### src/rtl/fetch_ctrl_if.sv
// Exception codes and the fetch controller's bus bundle (front end, I-cache, instruction buffer).
// The master modport is the fetch controller; the slave modport is its environment.
package fetch_ctrl_pkg;
    typedef enum logic [5:0] {
        EXC_NONE = 6'h00,
        ADEF     = 6'h08
    } exception_t;
endpackage

interface fetch_ctrl_if;
    logic                        flush;
    logic [31:0]                 flush_target;
    logic [1:0]                  bp_taken;
    logic [31:0]                 bp_target;
    logic                        req_valid;
    logic                        req_ready;
    logic [31:0]                 req_pc;
    logic [1:0]                  req_size;
    logic                        resp_valid;
    logic [31:0]                 resp_inst1;
    logic [31:0]                 resp_inst2;
    logic [1:0]                  ibuf_consume;
    logic [1:0]                  ibuf_input_size;
    logic [31:0]                 ibuf_pc1;
    logic [31:0]                 ibuf_pc2;
    logic [31:0]                 ibuf_inst1;
    logic [31:0]                 ibuf_inst2;
    logic                        ibuf_pred_taken1;
    logic                        ibuf_pred_taken2;
    logic [31:0]                 ibuf_pred_target1;
    logic [31:0]                 ibuf_pred_target2;
    logic                        have_exception;
    fetch_ctrl_pkg::exception_t  exception_type;

    modport master (
        input  flush, flush_target, bp_taken, bp_target, req_ready,
               resp_valid, resp_inst1, resp_inst2, ibuf_consume,
        output req_valid, req_pc, req_size, ibuf_input_size,
               ibuf_pc1, ibuf_pc2, ibuf_inst1, ibuf_inst2,
               ibuf_pred_taken1, ibuf_pred_taken2,
               ibuf_pred_target1, ibuf_pred_target2,
               have_exception, exception_type
    );

    modport slave (
        output flush, flush_target, bp_taken, bp_target, req_ready,
               resp_valid, resp_inst1, resp_inst2, ibuf_consume,
        input  req_valid, req_pc, req_size, ibuf_input_size,
               ibuf_pc1, ibuf_pc2, ibuf_inst1, ibuf_inst2,
               ibuf_pred_taken1, ibuf_pred_taken2,
               ibuf_pred_target1, ibuf_pred_target2,
               have_exception, exception_type
    );
endinterface

### src/rtl/fetch_ctrl.sv
// Credit-based I-cache fetch scheduler with in-order tag FIFO, flush drop counter and ADEF handling.
// Define FETCH_CTRL_BP_EN to let bp_taken/bp_target steer request size and next PC.
module fetch_ctrl #(
    parameter logic [31:0] RESET_PC        = 32'h1c000000,
    parameter int          BUF_DEPTH       = 8,
    parameter int          MAX_OUTSTANDING = 2
) (
    input  logic         clk,
    input  logic         reset,
    fetch_ctrl_if.master bus
);
    localparam int          PW      = (MAX_OUTSTANDING > 1) ? $clog2(MAX_OUTSTANDING) : 1;
    localparam int          CW      = $clog2(MAX_OUTSTANDING + 1);
    localparam logic [31:0] EXC_NOP = 32'h03400000;

    typedef enum logic [1:0] {RUN, EXC_DRAIN, EXC_HOLD} state_t;

    state_t        state;
    logic [31:0]   fetch_pc;
    logic [31:0]   tag_pc     [MAX_OUTSTANDING];
    logic [1:0]    tag_size   [MAX_OUTSTANDING];
    logic [1:0]    tag_taken  [MAX_OUTSTANDING];
    logic [31:0]   tag_target [MAX_OUTSTANDING];
    logic [PW-1:0] head;
    logic [PW-1:0] tail;
    logic [CW-1:0] count;
    logic [CW-1:0] drop;
    logic [3:0]    occ;

    logic [1:0]    bp_taken_eff;
    logic [1:0]    size_sel;
    logic          pred1;
    logic          pred2;
    logic          take_branch;
    logic          fifo_full;
    logic [7:0]    inflight;
    logic [7:0]    credit_need;
    logic [PW-1:0] idx;
    logic          can_issue;
    logic          hs;
    logic          live;
    logic          resp_write;
    logic          exc_write;

`ifdef FETCH_CTRL_BP_EN
    assign bp_taken_eff = bus.bp_taken;
`else
    assign bp_taken_eff = 2'b00;
`endif

    assign size_sel    = (fetch_pc[2] || bp_taken_eff[0]) ? 2'd1 : 2'd2;
    assign pred1       = bp_taken_eff[0];
    assign pred2       = bp_taken_eff[1] && (size_sel == 2'd2);
    assign take_branch = pred1 || pred2;
    assign fifo_full   = (count == CW'(MAX_OUTSTANDING));

    always_comb begin
        inflight = '0;
        idx      = '0;
        for (int i = 0; i < MAX_OUTSTANDING; i++) begin
            idx = head + PW'(i);
            if (i < int'(count))
                inflight = inflight + {6'd0, tag_size[idx]};
        end
    end

    // Credit covers buffered entries, every in-flight instruction and this request.
    assign credit_need = {4'd0, occ} + inflight + {6'd0, size_sel};
    assign can_issue   = reset && (state == RUN) && (fetch_pc[1:0] == 2'b00) && !fifo_full
                         && (drop == '0) && (credit_need <= 8'(BUF_DEPTH));
    assign hs          = can_issue && bus.req_ready;
    assign live        = reset && bus.resp_valid && (drop == '0) && (count != '0);
    assign resp_write  = live && !bus.flush;
    assign exc_write   = reset && (state == EXC_DRAIN) && (count == '0)
                         && (occ < 4'(BUF_DEPTH)) && !bus.flush;

    always_comb begin
        bus.req_valid         = can_issue;
        bus.req_pc            = can_issue ? fetch_pc : '0;
        bus.req_size          = can_issue ? size_sel : '0;
        bus.ibuf_input_size   = '0;
        bus.ibuf_pc1          = '0;
        bus.ibuf_pc2          = '0;
        bus.ibuf_inst1        = '0;
        bus.ibuf_inst2        = '0;
        bus.ibuf_pred_taken1  = 1'b0;
        bus.ibuf_pred_taken2  = 1'b0;
        bus.ibuf_pred_target1 = '0;
        bus.ibuf_pred_target2 = '0;
        if (resp_write) begin
            bus.ibuf_input_size   = tag_size[head];
            bus.ibuf_pc1          = tag_pc[head];
            bus.ibuf_pc2          = tag_pc[head] + 32'd4;
            bus.ibuf_inst1        = bus.resp_inst1;
            bus.ibuf_inst2        = bus.resp_inst2;
            bus.ibuf_pred_taken1  = tag_taken[head][0];
            bus.ibuf_pred_taken2  = tag_taken[head][1];
            bus.ibuf_pred_target1 = tag_taken[head][0] ? tag_target[head] : tag_pc[head] + 32'd4;
            bus.ibuf_pred_target2 = tag_taken[head][1] ? tag_target[head] : tag_pc[head] + 32'd8;
        end else if (exc_write) begin
            bus.ibuf_input_size   = 2'd1;
            bus.ibuf_pc1          = fetch_pc;
            bus.ibuf_pc2          = fetch_pc + 32'd4;
            bus.ibuf_inst1        = EXC_NOP;
            bus.ibuf_pred_target1 = fetch_pc + 32'd4;
            bus.ibuf_pred_target2 = fetch_pc + 32'd8;
        end
    end

    always_ff @(posedge clk or negedge reset) begin
        if (!reset) begin
            state              <= RUN;
            fetch_pc           <= RESET_PC;
            head               <= '0;
            tail               <= '0;
            count              <= '0;
            drop               <= '0;
            occ                <= '0;
            bus.have_exception <= 1'b0;
            bus.exception_type <= fetch_ctrl_pkg::EXC_NONE;
            for (int i = 0; i < MAX_OUTSTANDING; i++) begin
                tag_pc[i]     <= '0;
                tag_size[i]   <= '0;
                tag_taken[i]  <= '0;
                tag_target[i] <= '0;
            end
        end else begin
            occ   <= occ + {2'b00, bus.ibuf_input_size} - {2'b00, bus.ibuf_consume};
            count <= count + CW'(hs) - CW'(live);
            if (hs) begin
                tag_pc[tail]     <= fetch_pc;
                tag_size[tail]   <= size_sel;
                tag_taken[tail]  <= {pred2, pred1};
                tag_target[tail] <= bus.bp_target;
                tail             <= tail + 1'b1;
                fetch_pc         <= take_branch ? bus.bp_target
                                                : fetch_pc + {28'd0, size_sel, 2'b00};
            end
            if (live)
                head <= head + 1'b1;
            if ((drop != '0) && bus.resp_valid)
                drop <= drop - 1'b1;
            case (state)
                RUN: begin
                    if (fetch_pc[1:0] != 2'b00)
                        state <= EXC_DRAIN;
                end
                EXC_DRAIN: begin
                    if (exc_write) begin
                        state              <= EXC_HOLD;
                        bus.have_exception <= 1'b1;
                        bus.exception_type <= fetch_ctrl_pkg::ADEF;
                    end
                end
                default: ;
            endcase
            // Stale count keeps any still-pending drops, adds this cycle's issue, removes this cycle's live pop.
            if (bus.flush) begin
                state              <= RUN;
                fetch_pc           <= bus.flush_target;
                head               <= '0;
                tail               <= '0;
                count              <= '0;
                occ                <= '0;
                bus.have_exception <= 1'b0;
                bus.exception_type <= fetch_ctrl_pkg::EXC_NONE;
                drop <= drop - CW'((drop != '0) && bus.resp_valid) + count + CW'(hs) - CW'(live);
            end
        end
    end
endmodule

### src/flat_wrapper.sv
// flat-port wrapper written by rule: the top's interface ports become plain ports
module fetch_ctrl_flat 
#(
    parameter logic [31:0] RESET_PC        = 32'h1c000000,
    parameter int          BUF_DEPTH       = 8,
    parameter int          MAX_OUTSTANDING = 2
)
  (clk, reset, bus_flush, bus_flush_target, bus_bp_taken, bus_bp_target, bus_req_ready, bus_resp_valid, bus_resp_inst1, bus_resp_inst2, bus_ibuf_consume, bus_req_valid, bus_req_pc, bus_req_size, bus_ibuf_input_size, bus_ibuf_pc1, bus_ibuf_pc2, bus_ibuf_inst1, bus_ibuf_inst2, bus_ibuf_pred_taken1, bus_ibuf_pred_taken2, bus_ibuf_pred_target1, bus_ibuf_pred_target2, bus_have_exception, bus_exception_type);
  fetch_ctrl_if bus_i ();
  input  logic clk;
  input  logic reset;
  input wire logic [$bits(bus_i.flush)-1:0] bus_flush;
  input wire logic [$bits(bus_i.flush_target)-1:0] bus_flush_target;
  input wire logic [$bits(bus_i.bp_taken)-1:0] bus_bp_taken;
  input wire logic [$bits(bus_i.bp_target)-1:0] bus_bp_target;
  input wire logic [$bits(bus_i.req_ready)-1:0] bus_req_ready;
  input wire logic [$bits(bus_i.resp_valid)-1:0] bus_resp_valid;
  input wire logic [$bits(bus_i.resp_inst1)-1:0] bus_resp_inst1;
  input wire logic [$bits(bus_i.resp_inst2)-1:0] bus_resp_inst2;
  input wire logic [$bits(bus_i.ibuf_consume)-1:0] bus_ibuf_consume;
  output wire logic [$bits(bus_i.req_valid)-1:0] bus_req_valid;
  output wire logic [$bits(bus_i.req_pc)-1:0] bus_req_pc;
  output wire logic [$bits(bus_i.req_size)-1:0] bus_req_size;
  output wire logic [$bits(bus_i.ibuf_input_size)-1:0] bus_ibuf_input_size;
  output wire logic [$bits(bus_i.ibuf_pc1)-1:0] bus_ibuf_pc1;
  output wire logic [$bits(bus_i.ibuf_pc2)-1:0] bus_ibuf_pc2;
  output wire logic [$bits(bus_i.ibuf_inst1)-1:0] bus_ibuf_inst1;
  output wire logic [$bits(bus_i.ibuf_inst2)-1:0] bus_ibuf_inst2;
  output wire logic [$bits(bus_i.ibuf_pred_taken1)-1:0] bus_ibuf_pred_taken1;
  output wire logic [$bits(bus_i.ibuf_pred_taken2)-1:0] bus_ibuf_pred_taken2;
  output wire logic [$bits(bus_i.ibuf_pred_target1)-1:0] bus_ibuf_pred_target1;
  output wire logic [$bits(bus_i.ibuf_pred_target2)-1:0] bus_ibuf_pred_target2;
  output wire logic [$bits(bus_i.have_exception)-1:0] bus_have_exception;
  output wire logic [$bits(bus_i.exception_type)-1:0] bus_exception_type;
  assign bus_i.flush = bus_flush;
  assign bus_i.flush_target = bus_flush_target;
  assign bus_i.bp_taken = bus_bp_taken;
  assign bus_i.bp_target = bus_bp_target;
  assign bus_i.req_ready = bus_req_ready;
  assign bus_i.resp_valid = bus_resp_valid;
  assign bus_i.resp_inst1 = bus_resp_inst1;
  assign bus_i.resp_inst2 = bus_resp_inst2;
  assign bus_i.ibuf_consume = bus_ibuf_consume;
  assign bus_req_valid = bus_i.req_valid;
  assign bus_req_pc = bus_i.req_pc;
  assign bus_req_size = bus_i.req_size;
  assign bus_ibuf_input_size = bus_i.ibuf_input_size;
  assign bus_ibuf_pc1 = bus_i.ibuf_pc1;
  assign bus_ibuf_pc2 = bus_i.ibuf_pc2;
  assign bus_ibuf_inst1 = bus_i.ibuf_inst1;
  assign bus_ibuf_inst2 = bus_i.ibuf_inst2;
  assign bus_ibuf_pred_taken1 = bus_i.ibuf_pred_taken1;
  assign bus_ibuf_pred_taken2 = bus_i.ibuf_pred_taken2;
  assign bus_ibuf_pred_target1 = bus_i.ibuf_pred_target1;
  assign bus_ibuf_pred_target2 = bus_i.ibuf_pred_target2;
  assign bus_have_exception = bus_i.have_exception;
  assign bus_exception_type = bus_i.exception_type;
  fetch_ctrl #(.RESET_PC(RESET_PC), .BUF_DEPTH(BUF_DEPTH), .MAX_OUTSTANDING(MAX_OUTSTANDING)) u_core (.clk(clk), .reset(reset), .bus(bus_i));
endmodule
### config.mk
export PLATFORM = sky130hd
export DESIGN_NAME = fetch_ctrl_flat
export DESIGN_NICKNAME = d
export VERILOG_FILES = /design/src/rtl/fetch_ctrl_if.sv /design/src/rtl/fetch_ctrl.sv /design/src/flat_wrapper.sv
export SDC_FILE = /design/constraint.sdc
export NUM_CORES = 1
export LEC_CHECK = 0
export CORE_ASPECT_RATIO = 0.8
export CORE_MARGIN = 3
export CORE_UTILIZATION = 45
export CTS_BUF_LIST = sky130_fd_sc_hd__clkbuf_2
export DETAILED_ROUTE_END_ITERATION = 7
export PLACE_DENSITY = 0.79
export REMOVE_ABC_BUFFERS = 1
export SLEW_MARGIN = 20
export SYNTH_ARGS = -nofsm -noshare
export SYNTH_HDL_FRONTEND = slang
export SYNTH_SLANG_ARGS = --single-unit
### constraint.sdc
create_clock -name clk -period 6.4 [get_ports clk]
set_input_delay 1.28 -clock clk [delete_from_list [all_inputs] [get_ports clk]]
set_output_delay 1.28 -clock clk [all_outputs]
set_load 0.005 [all_outputs]
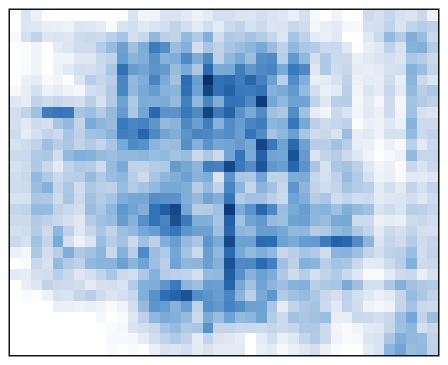
wire_density.png
The die is cut into 40 by 32 equal tiles; white is low, dark blue is high, scaled to the fullest tile. Values are wire area over tile area, all layers added.
tiles over half the peak: 19%
nearly empty tiles: 5.9%
fullest tile: 0.87
emptiest ninth of the die: lower left
densest ninth of the die: centre

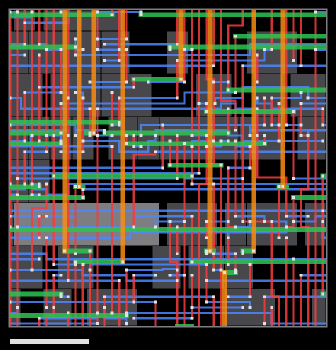
zoom.png
Bar = 5 um. Window x 89 to 109, y 101 to 121 um. Cells in grey, sequential cells in the stronger grey; small squares are vias.
[orange] met4
[green] met3
[red] met2
[blue] met1
sequential cells in the window: 1
most frequent: nand2_1 (7), xnor2_1 (6), xor2_1 (4)
netlist names of flops here include: `u_core.fetch_pc` (1)
cells with their middle in the window: 36

==> results.yml <==
# synthesis and place-and-route metrics
clocking:
  cts_root_buffer: "clkbuf_2"
  cts_buffers: 17
  htreeDepth: 4
  cts_tree: "done"
  clk_latency_ps: 810
  clk_pin_slew_ps: 330
final_layout:
  drive_gt1_frac: 0.1047
  reg_top3: "u_core.tag_target: 64 flops, u_core.tag_pc: 62 flops, u_core.fetch_pc: 32 flops"
  layout_top_cell: "clkdlybuf4s50_1"
  largest_reg_flops: 64
  area_growth_pct: 31.59
  lay_top_cells: "clkdlybuf4s50_1, nand2_1, dfrtp_1"
  final_area_um2: 17390
critical_path:
  cp.depth: 13
  arrival_ps: 4990
  path_buffers: 3
  critPathLaunchType: "flop"
  required_ps: 5120
  path_cells: "mux2_2 -> ha_1 -> inv_1 -> fa_1 -> o21ai_2 -> fa_1 -> ha_1 -> fa_1 -> nor3_2 -> o22ai_2 -> buf_4 -> nor3_1 -> clkdlybuf4s50_1"
  r2r_cells: 22
  critPathKind: "reg -> out"
  cp-end-kind: "output pin"
  crit_fanout: 5
  slowest_delay_ps: 590
  crit_start: "u_core.head$_DFFE_PN0P_"
  reg2reg_from: "u_core.head$_DFFE_PN0P_"
synthesis:
  synth-main-ff-cell: "dfrtp_1"
  synth_cells: 1566
  yosys.area_share.aoi: 0.1060
  synth.cellmix.adderShare: 0.02973
  most_common_cell: "nand2_1"
  postSynthAreaPerCell_um2: 8.440
  xor_share: 0.09410
  synthTopCellsByCount: "nand2_1, dfrtp_1, o21ai_0"
  ys.warnings.count: 0
  ys_sh_mux: 0.1362
  ys_top_logic_family: "simple AND/OR/NAND/NOR gates"
  top_area_cell: "dfrtp_1"
  ys_cells: 1566
timing:
  rsz0062_at_grt: "true"
  fin_worst_skew_ps: 67.58
  max_freq_ghz: 0.1594
  finalCriticalPeriod_ps: 6273
  finalClockPeriodUsage: 0.9801
  finalSetupViolations: 0
  max_slew_margin: 0.2973
  worstMarginPinSlew_ps: 1044
  hold_viol: 0
  setup_tns_ps: 0
status:
  status: "finished, final reports clean"
floorplan:
  fp_util: 0.4617
  die_h_um: 159.3
  core_um2: 28630
  fp-row-count: 55
  io_pins: 375
detailed_routing:
  post-route-drc-count: 0
  routedLengthMet1_um: 20520
  routed-wl-met3_um: 5451
  avgRoutedWirePerCell_um: 22.80
  num_vias: 13340
  viasPerCell: 5.938
  met2_length_um: 23190
  drt-pass1-iter-count: 5
power:
  p_comb_mw: 1.20
  comb_power_share: 0.359
  switching_share: 0.3867
  p_int_mw: 2.048
  powerClk_uw: 583
  clkPwrFrac: 0.174
  p_seq_frac: 0.467
global_route:
  groute.layer.met2.usage: 0.4929
  top_usage_layer: "met2"
  grt_max_degree: 79
  first_global_vias: 12750
  grt_util_all_layers: 0.3129
place:
  portBuffers: 365
  postPlaceCellArea_um2: 17090
flow_run:
  cap_viol_max_count: 0
per-stage QoR:
step                worst slack, ps    util
finish                        127.2  0.6075
detailed placement            698.8  0.5969
global placement              800.4  0.5969
global route                 -118.4  0.6074
floorplan                     -3866       -
CTS                           38.85  0.6050
area by class of cell:
type / instances / area, um^2
Antenna cell: 4 / 10.01
Clock buffer: 19 / 95.09
Clock inverter: 13 / 116.4
Fill cell: 2537 / 11240
Inverter: 31 / 116.4
Multi-Input combinational cell: 1230 / 8110
Sequential cell: 179 / 4489
Tap cell: 370 / 462.9
Timing Repair Buffer: 400 / 3991
Power and IR drop assume default switching activity.
